**Signal wires on met1**

Scale bar: 50 um. Supply wires on this layer in grey.
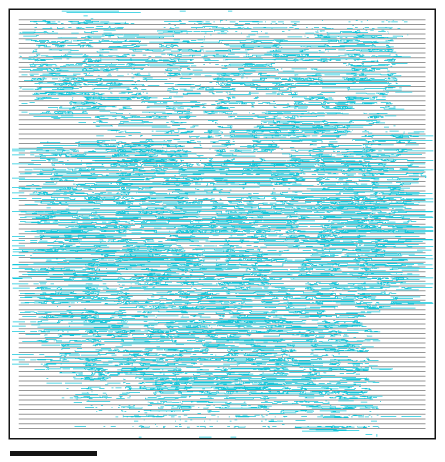
**Signal wires on met2**

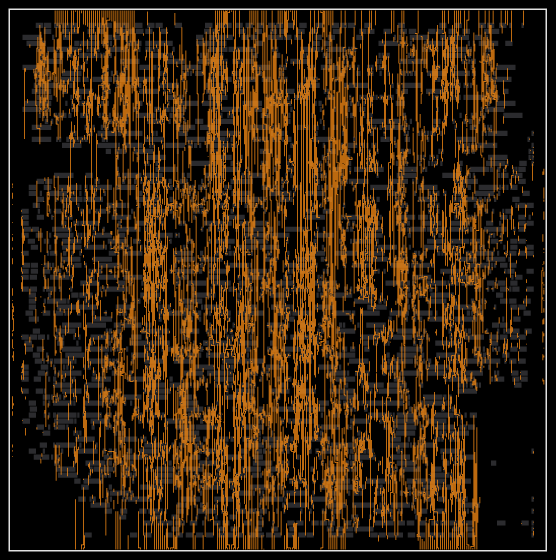
**The metal 3 layer**

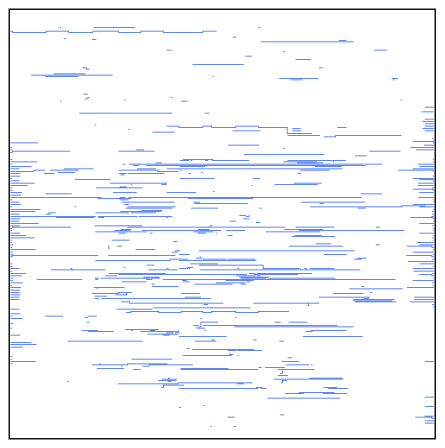
`src/rtl/matrix_result_writer_pkg.sv`:
```
// Shared definitions for the 4x4 matrix multiplier and its result writer.
// Both sides import this package so they agree on the element packing of the
// result bus and on the writer's state encoding.
package matrix_result_writer_pkg;

  // Matrix dimension; N*N elements per job
  localparam int N         = 4;
  // Width of one result element on the packed bus
  localparam int ELEM_W    = 16;
  // Width of the running checksum
  localparam int R_WIDTH   = 32;
  // Physical width of the packed result bus from the multiplier
  localparam int BUS_W     = 512;
  // Derived element count and the number of bus bits that carry elements
  localparam int NUM_ELEMS = N * N;
  localparam int CAP_W     = NUM_ELEMS * ELEM_W;

  // Writer FSM states
  typedef enum logic [1:0] {
    IDLE   = 2'd0,
    WRITE  = 2'd1,
    FINISH = 2'd2
  } wr_state_t;

  // Zero-extend one result element to checksum width
  function automatic logic [R_WIDTH-1:0] elem_to_sum(input logic [ELEM_W-1:0] elem);
    return R_WIDTH'(elem);
  endfunction

endpackage

```
`src/rtl/matrix_result_writer.sv`:
```
// Result writer for the 4x4 matrix multiplier.
// Captures the packed result on the multiplier's Done pulse, then streams the
// elements to result memory one word per accepted valid/ready handshake while
// accumulating a 32-bit checksum. The multiplier is free again as soon as the
// capture cycle has passed; a Done that arrives while a job is in flight is
// discarded and reported on Drop.
module matrix_result_writer
  import matrix_result_writer_pkg::*;
#(
  parameter int DATA_W      = 32,
  parameter int ADDR_W      = 16,
  parameter int ADDR_STRIDE = 1
) (
  input  logic               Clk,
  input  logic               Rst,
  input  logic               Done,
  input  logic [BUS_W-1:0]   MULT_OUT,
  input  logic [ADDR_W-1:0]  Base_Addr,
  output logic               Mem_WE,
  output logic [ADDR_W-1:0]  Mem_Addr,
  output logic [DATA_W-1:0]  Mem_WData,
  input  logic               Mem_Ready,
  output logic               Busy,
  output logic               WB_Done,
  output logic [R_WIDTH-1:0] Checksum,
  output logic               Drop
);

  localparam int IDX_W = $clog2(NUM_ELEMS);
  localparam logic [IDX_W-1:0] LAST_IDX = IDX_W'(NUM_ELEMS - 1);

  wr_state_t           state;
  logic [CAP_W-1:0]    cap_buf;
  logic [ADDR_W-1:0]   base_addr;
  logic [IDX_W-1:0]    idx;

  logic [IDX_W-1:0]    next_idx;
  logic [ELEM_W-1:0]   cur_elem;
  logic [ELEM_W-1:0]   next_elem;
  logic [ADDR_W-1:0]   next_addr;

  // Bus bits above the packed elements carry nothing for this writer
  if (CAP_W < BUS_W) begin : g_unused_upper
    logic unused_upper;
    assign unused_upper = ^MULT_OUT[BUS_W-1:CAP_W];
  end

  // Element currently on the write port and the one that follows it; the next
  // address is rebuilt from the sampled base so it always equals base+idx*stride
  always_comb begin
    next_idx  = idx + IDX_W'(1);
    cur_elem  = cap_buf[ELEM_W*idx +: ELEM_W];
    next_elem = cap_buf[ELEM_W*next_idx +: ELEM_W];
    next_addr = base_addr + ADDR_W'(int'(next_idx) * ADDR_STRIDE);
  end

  // Writer FSM: capture, stream with handshake, then a one-cycle completion pulse
  always_ff @(posedge Clk or posedge Rst) begin
    if (Rst) begin
      state     <= IDLE;
      cap_buf   <= '0;
      base_addr <= '0;
      idx       <= '0;
      Mem_WE    <= 1'b0;
      Mem_Addr  <= '0;
      Mem_WData <= '0;
      Busy      <= 1'b0;
      WB_Done   <= 1'b0;
      Checksum  <= '0;
      Drop      <= 1'b0;
    end else begin
      WB_Done <= 1'b0;
      Drop    <= 1'b0;
      case (state)
        IDLE: begin
          if (Done) begin
            cap_buf   <= MULT_OUT[CAP_W-1:0];
            base_addr <= Base_Addr;
            idx       <= '0;
            Checksum  <= '0;
            Busy      <= 1'b1;
            Mem_WE    <= 1'b1;
            Mem_Addr  <= Base_Addr;
            Mem_WData <= DATA_W'(MULT_OUT[ELEM_W-1:0]);
            state     <= WRITE;
          end
        end
        WRITE: begin
          if (Done) begin
            Drop <= 1'b1;
          end
          if (Mem_Ready) begin
            Checksum <= Checksum + elem_to_sum(cur_elem);
            if (idx == LAST_IDX) begin
              Mem_WE  <= 1'b0;
              WB_Done <= 1'b1;
              state   <= FINISH;
            end else begin
              idx       <= next_idx;
              Mem_Addr  <= next_addr;
              Mem_WData <= DATA_W'(next_elem);
            end
          end
        end
        FINISH: begin
          if (Done) begin
            Drop <= 1'b1;
          end
          Busy  <= 1'b0;
          state <= IDLE;
        end
        default: begin
          Mem_WE <= 1'b0;
          Busy   <= 1'b0;
          state  <= IDLE;
        end
      endcase
    end
  end

endmodule

```
`config.mk`:
```
export PLATFORM = sky130hd
export DESIGN_NAME = matrix_result_writer
export DESIGN_NICKNAME = d
export VERILOG_FILES = /design/src/rtl/matrix_result_writer_pkg.sv /design/src/rtl/matrix_result_writer.sv
export SDC_FILE = /design/constraint.sdc
export NUM_CORES = 1
export LEC_CHECK = 0
export ABC_AREA = 1
export CAP_MARGIN = 15
export CORE_AREA = 5 5 238 240
export CTS_CLUSTER_DIAMETER = 50
export DETAILED_ROUTE_END_ITERATION = 7
export DIE_AREA = 0 0 243 245
export PLACE_DENSITY_LB_ADDON = 0.1
export SYNTH_ARGS = -nofsm -noshare
export SYNTH_HDL_FRONTEND = slang
export SYNTH_SLANG_ARGS = --single-unit
```
`constraint.sdc`:
```
create_clock -name Clk -period 31.8 [get_ports Clk]
set_input_delay 3.18 -clock Clk [delete_from_list [all_inputs] [get_ports Clk]]
set_output_delay 3.18 -clock Clk [all_outputs]
set_load 0.02 [all_outputs]
```
==> qor.yml <==
run_status:
  run_status: "complete, no violations"
layout:
  flops: 346
  non_clock_inverter_count: 293
  final_core_util_pct: 46.18
  largest_register_ff_count: 256
  lay_top_count: "sky130_fd_sc_hd__nand2_1"
  dominant_cells: "combinational gates"
  clkbuf_count: 71
  layout_top_registers: "cap_buf x256, Checksum x32"
  clkCellAreaFrac_pct: 6.712
  final_design_area_no_fill_um2: 25150
  fill_cells: 5477
  comb_area_share_pct: 36.55
  n_multi_input_combinational_cell: 1947
  n_all_buffers: 365
place:
  numPortBuffers: 343
  replace_congestion: 0.8860
detailed_routing:
  ant_nets: 0
  met1_wl_um: 36030
  drtIter0Drc: 2212
  routed-wl-met3_um: 6577
  post-route-drc-count: 0
  first_pass_drt_iterations: 5
  met2RoutedLength_um: 34170
job:
  timing.max_cap.violations: 0
die:
  placement_rows: 86
  core_area_um2: 54450
  die_x_um: 243
  initCoreUtil_pct: 36.59
final_timing:
  finalSetupViolCount: 0
  slew_headroom_pct: 26.71
  setup-tns-final_ns: 0
  worstMarginPinSlew_ns: 1.099
  period_utilisation_layout_pct: 17.38
  clock_skew_ns: 0.02009
  timing.final.crit_period_ns: 5.527
  fmax_ghz: 0.1809
critical_path:
  critPathTopFamily: "buffers and inverters"
  ff2ff_setup_slack_ns: 26.74
  total_buffers_and_inverters_traversed_by_the_critical_path: 3
  worstSetupEndpoint: "cap_buf[154]"
  crit_path_cell_trace: "clkdlybuf4s50_1, nand2_4, inv_8, buf_4, nand2_1, o21ai_0"
  rr_startpoint: "idx[0]"
  critical_path_required_ns: 32.29
  end_kind: "flop"
  rr_endpoint: "Checksum[20]"
  worst_setup_path_startpoint: "Done"
  reg2regPathDepth: 18
synthesis:
  synth.distinct_cells: 42
  count_of_instantiated_cells_in_the_yosys_netlist: 2768
  post_synth_xor_area_fraction_pct: 0.4962
  top_area_cell: "sky130_fd_sc_hd__dfrtp_1"
  post_synth_fa_ha_maj_area_fraction_pct: 1.708
  syn-cell-area_um2: 19920
  yosys-dominant-comb-family: "simple AND/OR/NAND/NOR gates"
  syn_area_per_cell_um2: 7.197
  async_flop_share_pct: 100.0
  synthFlopType: "sky130_fd_sc_hd__dfrtp_1"
  simple_gate_area_share_pct: 23.34
  postSynthCellCount: 2768
worst_hold_path:
  hold_path_class: "reg -> reg"
  hold_end: "Mem_WData[11]"
clocking:
  clock_tree.htree_level_count: 2
  cts-resized-gates: 0
  worst_setup_hold_path_clk_slew_ns: 0.06
  clock_sinks: 346
  cts_setup_buffers: 0
  cts_tree: "yes"
pwr:
  total_leakage_power_uw: 0.01155
  internal_power_uw: 1472
  total_switching_power_uw: 1424
  p_clk_uw: 561
  pwr.group.sequential_uw: 780
  pg_comb_uw: 1550
  switching_share_pct: 49.16
global_route:
  grt_first_pass_wirelength_um: 118400
  grt_busiest_layer: "met2"
  grt_util_met3_pct: 6.337
  grt_pass1_vias: 18929
  antenna_found_initial: 1
Notes on 'signal wires on met1' above:
main direction: horizontal
wire length on this layer: 36.0 mm
share of all routed wire: 46%
nets with wire on the layer: 3048
longest straight run: 66.7 um

Notes on 'signal wires on met2' above:
main direction: vertical
longest straight run: 103 um
nets with wire on the layer: 2605
wire length on this layer: 34.2 mm
share of all routed wire: 43%
Post-Route WL: 78860 um
GR Layer Usage met2: 38.32%
number of vias after detailed routing: 19809

Notes on 'the metal 3 layer' above:
longest straight run: 134 um
main direction: horizontal
wire length on this layer: 6580 um

## cell usage after synthesis, types with 9 or more instances
cell                         n
sky130_fd_sc_hd__o211ai_1   50
sky130_fd_sc_hd__inv_1     280
sky130_fd_sc_hd__buf_4      30
sky130_fd_sc_hd__clkbuf_1   60
sky130_fd_sc_hd__buf_6      11
sky130_fd_sc_hd__nor2_1     78
sky130_fd_sc_hd__o21ai_0   438
sky130_fd_sc_hd__nand3_1   255
sky130_fd_sc_hd__buf_2      83
sky130_fd_sc_hd__inv_2       9
sky130_fd_sc_hd__nand2_1   763
sky130_fd_sc_hd__a21oi_1   266
sky130_fd_sc_hd__dfrtp_1   346
sky130_fd_sc_hd__ha_1       24
sky130_fd_sc_hd__buf_1      11
Power and IR drop assume default switching activity.
